**src/rtl/conv_mac_unit_if.sv**
```systemverilog
// conv_mac_unit_if
//   Stream bundle for the convolution MAC unit.
//   Pixel side : pix_valid, pix_data, win_start (producer -> MAC)
//   Result side: res_valid, res_data (MAC -> consumer), res_ready (consumer -> MAC)
//   master modport: the upstream/downstream environment around the MAC.
//   slave modport : the MAC unit itself.
interface conv_mac_unit_if #(
  parameter int DATA_W = 8,
  parameter int ACC_W  = 24
) ();
  logic              pix_valid;
  logic [DATA_W-1:0] pix_data;
  logic              win_start;
  logic              res_valid;
  logic [ACC_W-1:0]  res_data;
  logic              res_ready;

  modport master (
    output pix_valid, pix_data, win_start, res_ready,
    input  res_valid, res_data
  );

  modport slave (
    input  pix_valid, pix_data, win_start, res_ready,
    output res_valid, res_data
  );
endinterface

```
**src/rtl/conv_mac_unit.sv**
```systemverilog
// conv_mac_unit
//   Multiply-accumulate stage behind the convolution address FSM. Each
//   accepted pixel is multiplied by the weight of its tap, summed over a
//   1x1 / 2x2 / 3x3 window with signed saturation, and the window sum is
//   pushed into a small output FIFO drained by a valid/ready consumer.
// Ports:
//   clk, res           clock, synchronous active-high reset
//   filter_size        window edge length (1..3), sampled at window start
//   wgt_wr_*           weight register write port (index 0..8, row-major)
//   done_in            upstream finished (level)
//   bus (slave)        pixel stream in, result stream out
//   busy               not IDLE and not DONE
//   all_done           every result produced and consumed
//   protocol_err       sticky protocol violation flag
//   overflow           sticky, a result was dropped on a full FIFO
module conv_mac_unit #(
  parameter int DATA_W     = 8,
  parameter int WGT_W      = 8,
  parameter int ACC_W      = 24,
  parameter int FIFO_DEPTH = 4
) (
  input  logic                    clk,
  input  logic                    res,
  input  logic [1:0]              filter_size,
  input  logic                    wgt_wr_en,
  input  logic [3:0]              wgt_wr_idx,
  input  logic signed [WGT_W-1:0] wgt_wr_data,
  input  logic                    done_in,
  conv_mac_unit_if.slave          bus,
  output logic                    busy,
  output logic                    all_done,
  output logic                    protocol_err,
  output logic                    overflow
);
  localparam int PROD_W = DATA_W + WGT_W;
  localparam int AW     = (FIFO_DEPTH > 1) ? $clog2(FIFO_DEPTH) : 1;
  localparam int CW     = AW + 1;

  typedef enum logic [2:0] {
    S_IDLE  = 3'd0,
    S_ACCUM = 3'd1,
    S_WAIT  = 3'd2,
    S_DRAIN = 3'd3,
    S_DONE  = 3'd4
  } state_t;

  state_t state_q, state_d;
  logic [3:0] tap_cnt_q, tap_cnt_d;
  logic [3:0] taps_q, taps_d;
  logic       perr_q, perr_d;
  logic       ovf_q, ovf_d;

  // Weight registers
  logic signed [WGT_W-1:0] w_q [0:8];
  logic signed [WGT_W-1:0] w_d [0:8];

  // Pipeline registers
  logic                     s1_valid_q, s1_valid_d;
  logic                     s1_first_q, s1_first_d;
  logic                     s1_last_q, s1_last_d;
  logic signed [PROD_W-1:0] prod_q, prod_d;
  logic signed [ACC_W-1:0]  acc_q, acc_d;
  logic                     s2_last_q, s2_last_d;

  // Output FIFO
  logic [ACC_W-1:0] fifo_mem_q [0:FIFO_DEPTH-1];
  logic [ACC_W-1:0] fifo_mem_d [0:FIFO_DEPTH-1];
  logic [AW-1:0]    wr_ptr_q, wr_ptr_d;
  logic [AW-1:0]    rd_ptr_q, rd_ptr_d;
  logic [CW-1:0]    count_q, count_d;

  // Decoded pixel events
  logic       start_ok, pix_cont, pix_fs0;
  logic [3:0] fs_taps;
  logic       wgt_hit, wgt_ok, wgt_bad;
  logic       take, take_first, take_last, new_win, perr_set;
  logic [3:0] tap_idx;
  logic       pipe_empty, fifo_empty, fifo_full, push, pop, push_ok, drop;

  assign fs_taps  = 4'({2'b00, filter_size} * {2'b00, filter_size});
  assign start_ok = bus.pix_valid && bus.win_start && (filter_size != 2'd0);
  assign pix_fs0  = bus.pix_valid && bus.win_start && (filter_size == 2'd0);
  assign pix_cont = bus.pix_valid && !bus.win_start;

  // Out-of-range indices are dropped without flagging anything.
  assign wgt_hit = wgt_wr_en && (wgt_wr_idx <= 4'd8);
  assign wgt_ok  = wgt_hit && (state_q == S_IDLE || state_q == S_DONE);
  assign wgt_bad = wgt_hit && !wgt_ok;

  assign pipe_empty = !s1_valid_q && !s2_last_q;
  assign fifo_empty = (count_q == '0);
  assign fifo_full  = (count_q == CW'(FIFO_DEPTH));

  // Next state and tap sequencing
  always_comb begin
    state_d    = state_q;
    tap_cnt_d  = tap_cnt_q;
    taps_d     = taps_q;
    take       = 1'b0;
    take_first = 1'b0;
    take_last  = 1'b0;
    tap_idx    = 4'd0;
    new_win    = 1'b0;
    perr_set   = 1'b0;
    case (state_q)
      S_IDLE: begin
        if (start_ok) new_win = 1'b1;
        else if (pix_cont) perr_set = 1'b1;
      end
      S_ACCUM: begin
        if (start_ok) begin
          // Early restart: tap 0 reloads acc, so the partial sum is lost.
          new_win  = 1'b1;
          perr_set = 1'b1;
        end else if (pix_cont) begin
          take      = 1'b1;
          tap_idx   = tap_cnt_q;
          take_last = (4'(tap_cnt_q + 4'd1) == taps_q);
          tap_cnt_d = 4'(tap_cnt_q + 4'd1);
          if (take_last) state_d = S_WAIT;
        end
      end
      S_WAIT: begin
        if (start_ok) new_win = 1'b1;
        else if (pix_cont) perr_set = 1'b1;
        else if (done_in && !bus.pix_valid) state_d = S_DRAIN;
      end
      S_DRAIN: begin
        if (pipe_empty && fifo_empty) state_d = S_DONE;
      end
      S_DONE: begin
        state_d = S_DONE;
      end
      default: begin
        state_d  = S_IDLE;
        perr_set = 1'b1;
      end
    endcase
    if (new_win) begin
      take       = 1'b1;
      take_first = 1'b1;
      tap_idx    = 4'd0;
      tap_cnt_d  = 4'd1;
      taps_d     = fs_taps;
      take_last  = (fs_taps == 4'd1);
      state_d    = take_last ? S_WAIT : S_ACCUM;
    end
    if (pix_fs0 || wgt_bad) perr_set = 1'b1;
  end

  // Weight update
  always_comb begin
    for (int i = 0; i < 9; i++) begin
      w_d[i] = w_q[i];
      if (wgt_ok && (wgt_wr_idx == 4'(i))) w_d[i] = wgt_wr_data;
    end
  end

  // Stage 1: product of pixel and tap weight
  logic signed [WGT_W-1:0]  w_sel;
  logic signed [PROD_W-1:0] pix_ext, wgt_ext;
  assign w_sel   = (tap_idx <= 4'd8) ? w_q[tap_idx] : '0;
  assign pix_ext = PROD_W'($signed(bus.pix_data));
  assign wgt_ext = PROD_W'(w_sel);

  always_comb begin
    s1_valid_d = take;
    s1_first_d = take_first;
    s1_last_d  = take_last;
    prod_d     = take ? (pix_ext * wgt_ext) : prod_q;
  end

  // Stage 2: saturating accumulate; one extra bit catches the overflow.
  logic signed [ACC_W-1:0] prod_acc;
  logic [ACC_W:0]          sum_wide;
  assign prod_acc = ACC_W'(prod_q);
  assign sum_wide = {acc_q[ACC_W-1], acc_q} + {prod_acc[ACC_W-1], prod_acc};

  always_comb begin
    acc_d     = acc_q;
    s2_last_d = s1_valid_q && s1_last_q;
    if (s1_valid_q) begin
      if (s1_first_q) begin
        acc_d = prod_acc;
      end else if (sum_wide[ACC_W] != sum_wide[ACC_W-1]) begin
        acc_d = sum_wide[ACC_W] ? {1'b1, {(ACC_W-1){1'b0}}}
                                : {1'b0, {(ACC_W-1){1'b1}}};
      end else begin
        acc_d = sum_wide[ACC_W-1:0];
      end
    end
  end

  // Stage 3: FIFO. A full FIFO still takes a push when the head leaves.
  assign push    = s2_last_q;
  assign pop     = bus.res_valid && bus.res_ready;
  assign push_ok = push && (!fifo_full || pop);
  assign drop    = push && fifo_full && !pop;

  always_comb begin
    for (int i = 0; i < FIFO_DEPTH; i++) fifo_mem_d[i] = fifo_mem_q[i];
    wr_ptr_d = wr_ptr_q;
    rd_ptr_d = rd_ptr_q;
    count_d  = count_q;
    if (push_ok) begin
      fifo_mem_d[wr_ptr_q] = acc_q;
      wr_ptr_d = AW'(wr_ptr_q + 1'b1);
    end
    if (pop) rd_ptr_d = AW'(rd_ptr_q + 1'b1);
    if (push_ok && !pop) count_d = CW'(count_q + 1'b1);
    else if (!push_ok && pop) count_d = CW'(count_q - 1'b1);
  end

  always_comb begin
    perr_d = perr_q | perr_set;
    ovf_d  = ovf_q | drop;
  end

  always_ff @(posedge clk) begin
    if (res) begin
      state_q    <= S_IDLE;
      tap_cnt_q  <= '0;
      taps_q     <= '0;
      perr_q     <= 1'b0;
      ovf_q      <= 1'b0;
      s1_valid_q <= 1'b0;
      s1_first_q <= 1'b0;
      s1_last_q  <= 1'b0;
      prod_q     <= '0;
      acc_q      <= '0;
      s2_last_q  <= 1'b0;
      wr_ptr_q   <= '0;
      rd_ptr_q   <= '0;
      count_q    <= '0;
      for (int i = 0; i < 9; i++) w_q[i] <= '0;
      for (int i = 0; i < FIFO_DEPTH; i++) fifo_mem_q[i] <= '0;
    end else begin
      state_q    <= state_d;
      tap_cnt_q  <= tap_cnt_d;
      taps_q     <= taps_d;
      perr_q     <= perr_d;
      ovf_q      <= ovf_d;
      s1_valid_q <= s1_valid_d;
      s1_first_q <= s1_first_d;
      s1_last_q  <= s1_last_d;
      prod_q     <= prod_d;
      acc_q      <= acc_d;
      s2_last_q  <= s2_last_d;
      wr_ptr_q   <= wr_ptr_d;
      rd_ptr_q   <= rd_ptr_d;
      count_q    <= count_d;
      for (int i = 0; i < 9; i++) w_q[i] <= w_d[i];
      for (int i = 0; i < FIFO_DEPTH; i++) fifo_mem_q[i] <= fifo_mem_d[i];
    end
  end

  assign bus.res_valid = !fifo_empty;
  assign bus.res_data  = fifo_mem_q[rd_ptr_q];
  assign busy          = (state_q != S_IDLE) && (state_q != S_DONE);
  assign all_done      = (state_q == S_DONE);
  assign protocol_err  = perr_q;
  assign overflow      = ovf_q;
endmodule

```
**src/flat_wrapper.sv**
```systemverilog
// flat-port wrapper written by rule: the top's interface ports become plain ports
module conv_mac_unit_flat 
#(
  parameter int DATA_W     = 8,
  parameter int WGT_W      = 8,
  parameter int ACC_W      = 24,
  parameter int FIFO_DEPTH = 4
)
  (clk, res, filter_size, wgt_wr_en, wgt_wr_idx, wgt_wr_data, done_in, busy, all_done, protocol_err, overflow, bus_pix_valid, bus_pix_data, bus_win_start, bus_res_ready, bus_res_valid, bus_res_data);
  conv_mac_unit_if #(.DATA_W(DATA_W), .ACC_W(ACC_W)) bus_i ();
  input  logic clk;
  input  logic res;
  input  logic [1:0] filter_size;
  input  logic wgt_wr_en;
  input  logic [3:0] wgt_wr_idx;
  input  logic signed [WGT_W-1:0] wgt_wr_data;
  input  logic done_in;
  output logic busy;
  output logic all_done;
  output logic protocol_err;
  output logic overflow;
  input wire logic [$bits(bus_i.pix_valid)-1:0] bus_pix_valid;
  input wire logic [$bits(bus_i.pix_data)-1:0] bus_pix_data;
  input wire logic [$bits(bus_i.win_start)-1:0] bus_win_start;
  input wire logic [$bits(bus_i.res_ready)-1:0] bus_res_ready;
  output wire logic [$bits(bus_i.res_valid)-1:0] bus_res_valid;
  output wire logic [$bits(bus_i.res_data)-1:0] bus_res_data;
  assign bus_i.pix_valid = bus_pix_valid;
  assign bus_i.pix_data = bus_pix_data;
  assign bus_i.win_start = bus_win_start;
  assign bus_i.res_ready = bus_res_ready;
  assign bus_res_valid = bus_i.res_valid;
  assign bus_res_data = bus_i.res_data;
  conv_mac_unit #(.DATA_W(DATA_W), .WGT_W(WGT_W), .ACC_W(ACC_W), .FIFO_DEPTH(FIFO_DEPTH)) u_core (.clk(clk), .res(res), .filter_size(filter_size), .wgt_wr_en(wgt_wr_en), .wgt_wr_idx(wgt_wr_idx), .wgt_wr_data(wgt_wr_data), .done_in(done_in), .bus(bus_i), .busy(busy), .all_done(all_done), .protocol_err(protocol_err), .overflow(overflow));
endmodule
```
**config.mk**
```make
export PLATFORM = sky130hd
export DESIGN_NAME = conv_mac_unit_flat
export DESIGN_NICKNAME = d
export VERILOG_FILES = /design/src/rtl/conv_mac_unit_if.sv /design/src/rtl/conv_mac_unit.sv /design/src/flat_wrapper.sv
export SDC_FILE = /design/constraint.sdc
export NUM_CORES = 1
export LEC_CHECK = 0
export CORE_ASPECT_RATIO = 1.75
export CORE_MARGIN = 2
export CORE_UTILIZATION = 30
export CTS_CLUSTER_SIZE = 20
export DETAILED_ROUTE_END_ITERATION = 8
export PLACE_DENSITY_LB_ADDON = 0.05
export SETUP_SLACK_MARGIN = 0.4
export SLEW_MARGIN = 15
export SYNTH_ARGS = -nofsm -noshare
export SYNTH_HDL_FRONTEND = slang
export SYNTH_SLANG_ARGS = --single-unit
```
**constraint.sdc**
```tcl
create_clock -name clk -period 6.55 [get_ports clk]
set_input_delay 1.6375 -clock clk [delete_from_list [all_inputs] [get_ports clk]]
set_output_delay 1.6375 -clock clk [all_outputs]
set_load 0.01 [all_outputs]
```
Figure 1. Clock routing.
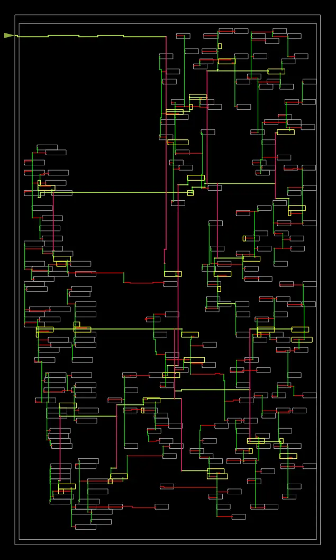
flip-flops: 233
clk latency late pin: 560 ps
CLK BUF: 30
TritonCTS Buffers: 25

Figure 2. A small window of the routed layout.
The bar under the picture is 5 µm long. Window x 72 to 92, y 189 to 209 µm. Cells in grey, sequential cells in the stronger grey; small squares are vias.
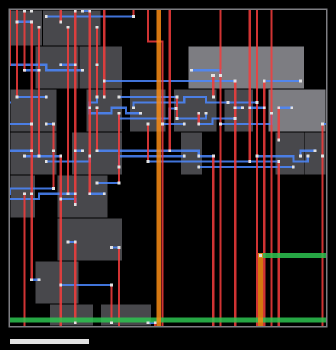
Key: red = met2; green = met3; blue = met1; orange = met4
20 logic cells have their middle in the window. Most frequent: buf_4 (4). Netlist names of flops here include `u_core.prod_q` (1). Sequential cells in the window: 1.

Figure 3. Gate-type map.
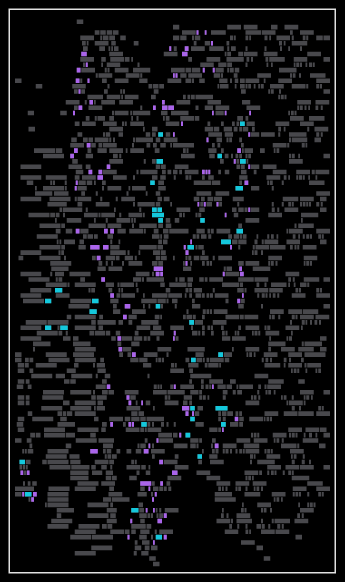
Key: cyan = AND-OR and OR-AND gates [cells 36]; purple = NOR gates [cells 119]

==> flow_summary.ini <==
; implementation run metrics
[run_status]
status = completed

[synthesis]
synthArstFlopShare_pct = 0
syn_avg_cell_area_um2 = 9.48
ff_type = dfxtp_1
synth_top_area_share_pct = 23.8
ys_sh_xor_pct = 2.85
ys_sh_adder_pct = 14.0
yosys_area_mm2 = 0.0135
edf_count = 72
top_logic_kind = simple AND/OR/NAND/NOR gates
ys_seq_share_pct = 39.8
yosys_cells = 1426

[die]
tap_cells = 572
ios = 58
fp-row-count = 102
dieArea_mm2 = 0.0468
die_w_um = 164
die_h_um = 285

[clocking]
clock_sink_count = 233
clk_pin_slew_ps = 60
cts_resized = 88
cts_tree = done
h-tree-depth = 1
ctsRootBufferMaster = clkbuf_16

[flow_run]
tool_warnings = 32

[hold_path]
min_from = u_core.fifo_mem_q[1][0]$_SDFFE_PP0P_
hold_depth = 2
min_delay_worst_endpoint = u_core.fifo_mem_q[1][0]$_SDFFE_PP0P_

[finish]
fillCellCount = 4521
n_all_inverters = 99
final_area_mm2 = 0.0167
layout_top_cell = nand2_1
final_core_util_pct = 37.6
area_delta_synth_final_pct = 23.7
bufAreaShareNonClock_pct = 8.70
largest_reg_flops = 96
sh_comb_area_pct = 47.5
drive_gt1_share_pct = 19.9
seqAreaFraction_pct = 32.2
comb_area_mm2 = 0.00795

[placed_design]
portBuffers = 57
place.gp.congestion = 0.812
place_ws_ps = -1140

[timing]
tightest_slew_ps = 1010
fin_ws_ps = 185
slew_headroom_pct = 32.7
post-route-period-util_pct = 97.2
hold_slack_ps = 451
min_period_ps = 6360
slew_violations = 0

[worst_setup_path]
startpoint = bus_win_start
crit_path_max_fanout = 7
cpMaxStageDelayCell = fa_1
r2r_cells = 27
rr_endpoint = u_core.prod_q[14]$_SDFFE_PP0P_
crit_path_end = u_core.prod_q[14]$_SDFFE_PP0P_
regToRegStartpoint = u_core.state_q[2]$_SDFFE_PP0P_
max_stage_delay_ps = 480
crit_buf_inv = 8

[detailed_routing]
top_layer = met4
wl_met2_um = 23100
viasPerCell = 4.86
drt_wl_total_um = 39700

[grt]
grt_pass1_vias = 11000
grt_max_degree = 59
overflow = 0
use_met2_pct = 35.3

[power_and_ir_drop]
p_int_w = 0.00310
irDropWorstVdd_mv = 0.220
clk-power_w = 0.00149
p_sw_w = 0.00139
combPwrFrac_pct = 29.6
switching_share_pct = 31.0
power.total_w = 0.00449
top_power_group = registers
p_seq_share_pct = 37.2
